<file path="config.mk">
export PLATFORM = sky130hd
export DESIGN_NAME = wb_seg_compare_regs
export DESIGN_NICKNAME = d
export VERILOG_FILES = /design/src/rtl/wb_seg_compare_regs.sv
export SDC_FILE = /design/constraint.sdc
export NUM_CORES = 1
export LEC_CHECK = 0
export CAP_MARGIN = 30
export CORE_UTILIZATION = 45
export DETAILED_ROUTE_END_ITERATION = 10
export GPL_TIMING_DRIVEN = 1
export PLACE_DENSITY = 0.84
export SYNTH_ARGS = -nofsm -noshare
export SYNTH_HDL_FRONTEND = slang
export SYNTH_SLANG_ARGS = --single-unit
</file>
<file path="constraint.sdc">
create_clock -name wb_clk_i -period 5.65 [get_ports wb_clk_i]
set_input_delay 1.13 -clock wb_clk_i [delete_from_list [all_inputs] [get_ports wb_clk_i]]
set_output_delay 1.13 -clock wb_clk_i [all_outputs]
set_load 0.03 [all_outputs]
</file>
<file path="src/rtl/wb_seg_compare_regs.sv">
// Wishbone register block that programs the seven-segment seconds counter:
// compare value, load strobe, counter reset and a count of issued loads.
module wb_seg_compare_regs #(
  parameter logic [31:0] BASE_ADDR       = 32'h3000_0000,
  parameter logic [23:0] DEFAULT_COMPARE = 24'd10_000_000,
  parameter logic [31:0] BLOCK_ID        = 32'h5345_4731
) (
  input  logic        wb_clk_i,
  input  logic        wb_rst_i,
  input  logic        wbs_stb_i,
  input  logic        wbs_cyc_i,
  input  logic        wbs_we_i,
  input  logic [3:0]  wbs_sel_i,
  input  logic [31:0] wbs_dat_i,
  input  logic [31:0] wbs_adr_i,
  output logic        wbs_ack_o,
  output logic [31:0] wbs_dat_o,
  output logic [23:0] compare_out,
  output logic        update_compare,
  output logic        seg_reset
);

  // Handshake: a request (cyc & stb in our 16-byte window) is taken at the
  // edge where ack is low; ack is then high for exactly one cycle, so a held
  // request is served every other cycle. Writes and read data land on the
  // same edge that raises ack; nothing combinational reaches the outputs.

  logic        hit;
  logic        wr_hit;
  logic        rd_hit;
  logic [1:0]  reg_off;
  logic        ctrl_write;
  logic        cmp_write;
  logic        update_next;
  logic [31:0] rd_data;
  logic [23:0] compare_next;

  logic        ctrl_seg_reset;
  logic        ctrl_auto_update;
  logic [23:0] compare_q;
  logic [15:0] update_count;

  // Address bits below the word, and data/lane bits with no backing storage.
  logic unused_bits;
  assign unused_bits = ^{wbs_adr_i[1:0], wbs_dat_i[31:24], wbs_sel_i[3]};

  assign reg_off = wbs_adr_i[3:2];
  assign hit     = wbs_cyc_i & wbs_stb_i & ~wbs_ack_o &
                   (wbs_adr_i[31:4] == BASE_ADDR[31:4]);
  assign wr_hit  = hit & wbs_we_i;
  assign rd_hit  = hit & ~wbs_we_i;

  assign ctrl_write = wr_hit && (reg_off == 2'd0);
  assign cmp_write  = wr_hit && (reg_off == 2'd1);

  // AUTO_UPDATE is sampled before this write, so a single access pulses once.
  assign update_next = (cmp_write & (|wbs_sel_i[2:0]) & ctrl_auto_update) |
                       (ctrl_write & wbs_sel_i[0] & wbs_dat_i[2]);

  always_comb begin
    rd_data = 32'd0;
    case (reg_off)
      2'd0:    rd_data = {30'd0, ctrl_auto_update, ctrl_seg_reset};
      2'd1:    rd_data = {8'd0, compare_q};
      2'd2:    rd_data = {15'd0, ctrl_seg_reset, update_count};
      default: rd_data = BLOCK_ID;
    endcase
  end

  always_comb begin
    compare_next = compare_q;
    for (int k = 0; k < 3; k++) begin
      if (wbs_sel_i[k]) compare_next[8*k +: 8] = wbs_dat_i[8*k +: 8];
    end
  end

  always_ff @(posedge wb_clk_i or posedge wb_rst_i) begin
    if (wb_rst_i) begin
      wbs_ack_o        <= 1'b0;
      wbs_dat_o        <= 32'd0;
      update_compare   <= 1'b0;
      ctrl_seg_reset   <= 1'b1;
      ctrl_auto_update <= 1'b1;
      compare_q        <= DEFAULT_COMPARE;
      update_count     <= 16'd0;
    end else begin
      wbs_ack_o      <= hit;
      wbs_dat_o      <= rd_hit ? rd_data : 32'd0;
      update_compare <= update_next;
      // Counting the registered pulse keeps a same-access STATUS read pre-increment.
      update_count   <= update_count + 16'(update_compare);
      if (ctrl_write && wbs_sel_i[0]) begin
        ctrl_seg_reset   <= wbs_dat_i[0];
        ctrl_auto_update <= wbs_dat_i[1];
      end
      if (cmp_write) compare_q <= compare_next;
    end
  end

  assign compare_out = compare_q;
  assign seg_reset   = ctrl_seg_reset;

endmodule

</file>
Figure 1. Wiring by layer.
Bar = 20 microns. Only two layers are drawn.
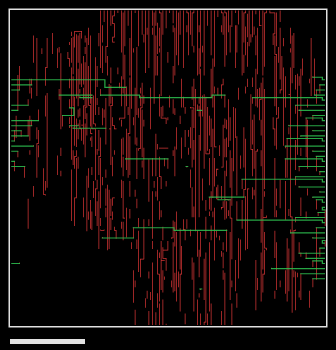
- red: M2 (wire length 3730 microns)
- green: M3 (wire length 455 microns)
vias: 2299
Avg WL per Cell: 16.8 microns
wirelength, routed: 7230 microns

Figure 2. Congestion heat map.
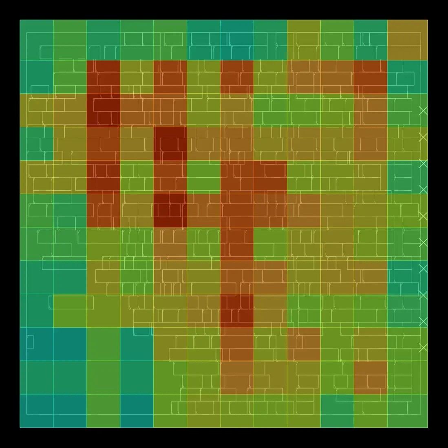
Top Usage Layer GRT: met2
M1 GR Usage: 0.278
met2 Usage GRT: 0.367
final core utilization: 0.686
routing usage on met3: 0.0541

==> Slide: Implementation Results <==
Physical Implementation Snapshot

Hold path
  • WHS Endpoint: update_count[15]$_DFF_PP0_
  • Hold path cells: 1

Layout
  • Top cell excl fill/tap: clkdlybuf4s50_1
  • Filler instances: approximately 450
  • ClkCell Share: 0.0395
  • Design Area, Final: 0.00441 sq mm
  • Number of clock buffers in the layout: 9
  • Most instantiated logic cells after routing: 116 x clkdlybuf4s50_1, 59 x dfrtp_1, 18 x mux2_2
  • Layout area overhead: 44.9%
  • Plain + repair buffers: about 120
  • Nets: around 420
  • Mi-comb count: around 150
  • Non-clk invs: 4
  • Layout cell share with drive strength beyond 1: 0.195
  • Final cell count without fillers: 431

Yosys
  • Synth Seq Share: 0.572
  • FFs w/ async S/R, synth: 1.00
  • Synth top area cells: dfrtp_1 49%, dfstp_2 8.6%, mux2_2 6.7%
  • Yosys top cell by area: dfrtp_1
  • Simple share: 0.165
  • Yosys cell types: 38
  • Commonest flop: dfrtp_1
  • Xor+xnor area frac: 0.0403
  • Main logic family: simple AND/OR/NAND/NOR gates
  • Adder share: 0.00823
  • Yosys Chip Area: around 0.0030 sq mm
  • Flops out of synthesis: between 60 and 70
  • Post-synth EDFFs: 0
  • Syn Area/Cell: roughly 13 sq um
  • Count leader, synth: dfrtp_1
  • Compound-Gate Fraction of Synth Area: 0.0658

CTS
  • Late-Pin Clk Latency: between 0.3 and 0.4 ns
  • CTS Buf Count: 9
  • CTS tree: done
  • H-tree level count: 3

Final timing
  • RSZ-0062 raised after global routing: false
  • Min Hold Slack: ~0.48 ns
  • Tmin final: around 3.3 ns
  • Slew Limit Headroom: 0.388
  • Worst setup slack after layout: ~2.3 ns
  • Slew @ Worst Pin: between 0.9 and 1 ns
  • Fin. Hold Viols: 0

Setup path
  • Setup crit start kind: input port
  • R2r worst-path depth: 4
  • Crit. End Element: flip-flop
  • Worst path required time: a little under 6 ns
  • Reg-to-reg endpoint: wbs_dat_o[17]$_DFF_PP0_
  • Setup CP Type: input port to flip-flop

Drt
  • Post-route ant nets: 0
  • Avg Vias per Cell: between 5 and 6
  • Drt pass-1 iters: 7
  • DRC violations left: 20

Die
  • Die width: around 84 microns
  • Full die area: approximately 0.0071 sq mm
  • I/O pin count: 132

Global route
  • First-pass GRT wire length: between 10000 and 15000 microns
  • Global route overflow: 0
  • Aggregate global-route resource usage: 0.217
  • Initial antenna violation count: 0

Placement
  • Detail Placement HPWL: approximately 5300 microns
  • Worst slack, placed: between 1.5 and 2 ns
  • IO Port Bufs: approximately 120
  • Dpl cells: 415

Outcome
  • Outcome: finished, violations left
  • Failing checks: DRC

Power
  • Max IR drop VDD: approximately 0.14 mV
report_power, final:
| part | internal [mW] | switching [mW] |
|---|---|---|
| registers | 0.494 | 0.000000000723 |
| logic | 0.0416 | 0.0328 |
| clock network | 0.160 | 0.194 |
| total | 0.696 | 0.227 |
per-layer routing:
metal	vias up	part of all wire
li1	1067	-
met5	-	0
met1	1146	0.41
met2	79	0.52
met4	0	0.014
met3	7	0.063
state kept, by name, indices dropped and copies added, names as in the netlist:
| register | flops |
|---|---|
| wbs_dat_o | 25 |
| seg_reset | 1 |
| wbs_ack_o | 1 |
| compare_out | 24 |
| update_count | 16 |
| update_compare | 1 |
| ctrl_auto_update | 1 |
Power is estimated from default activity; no workload was simulated.
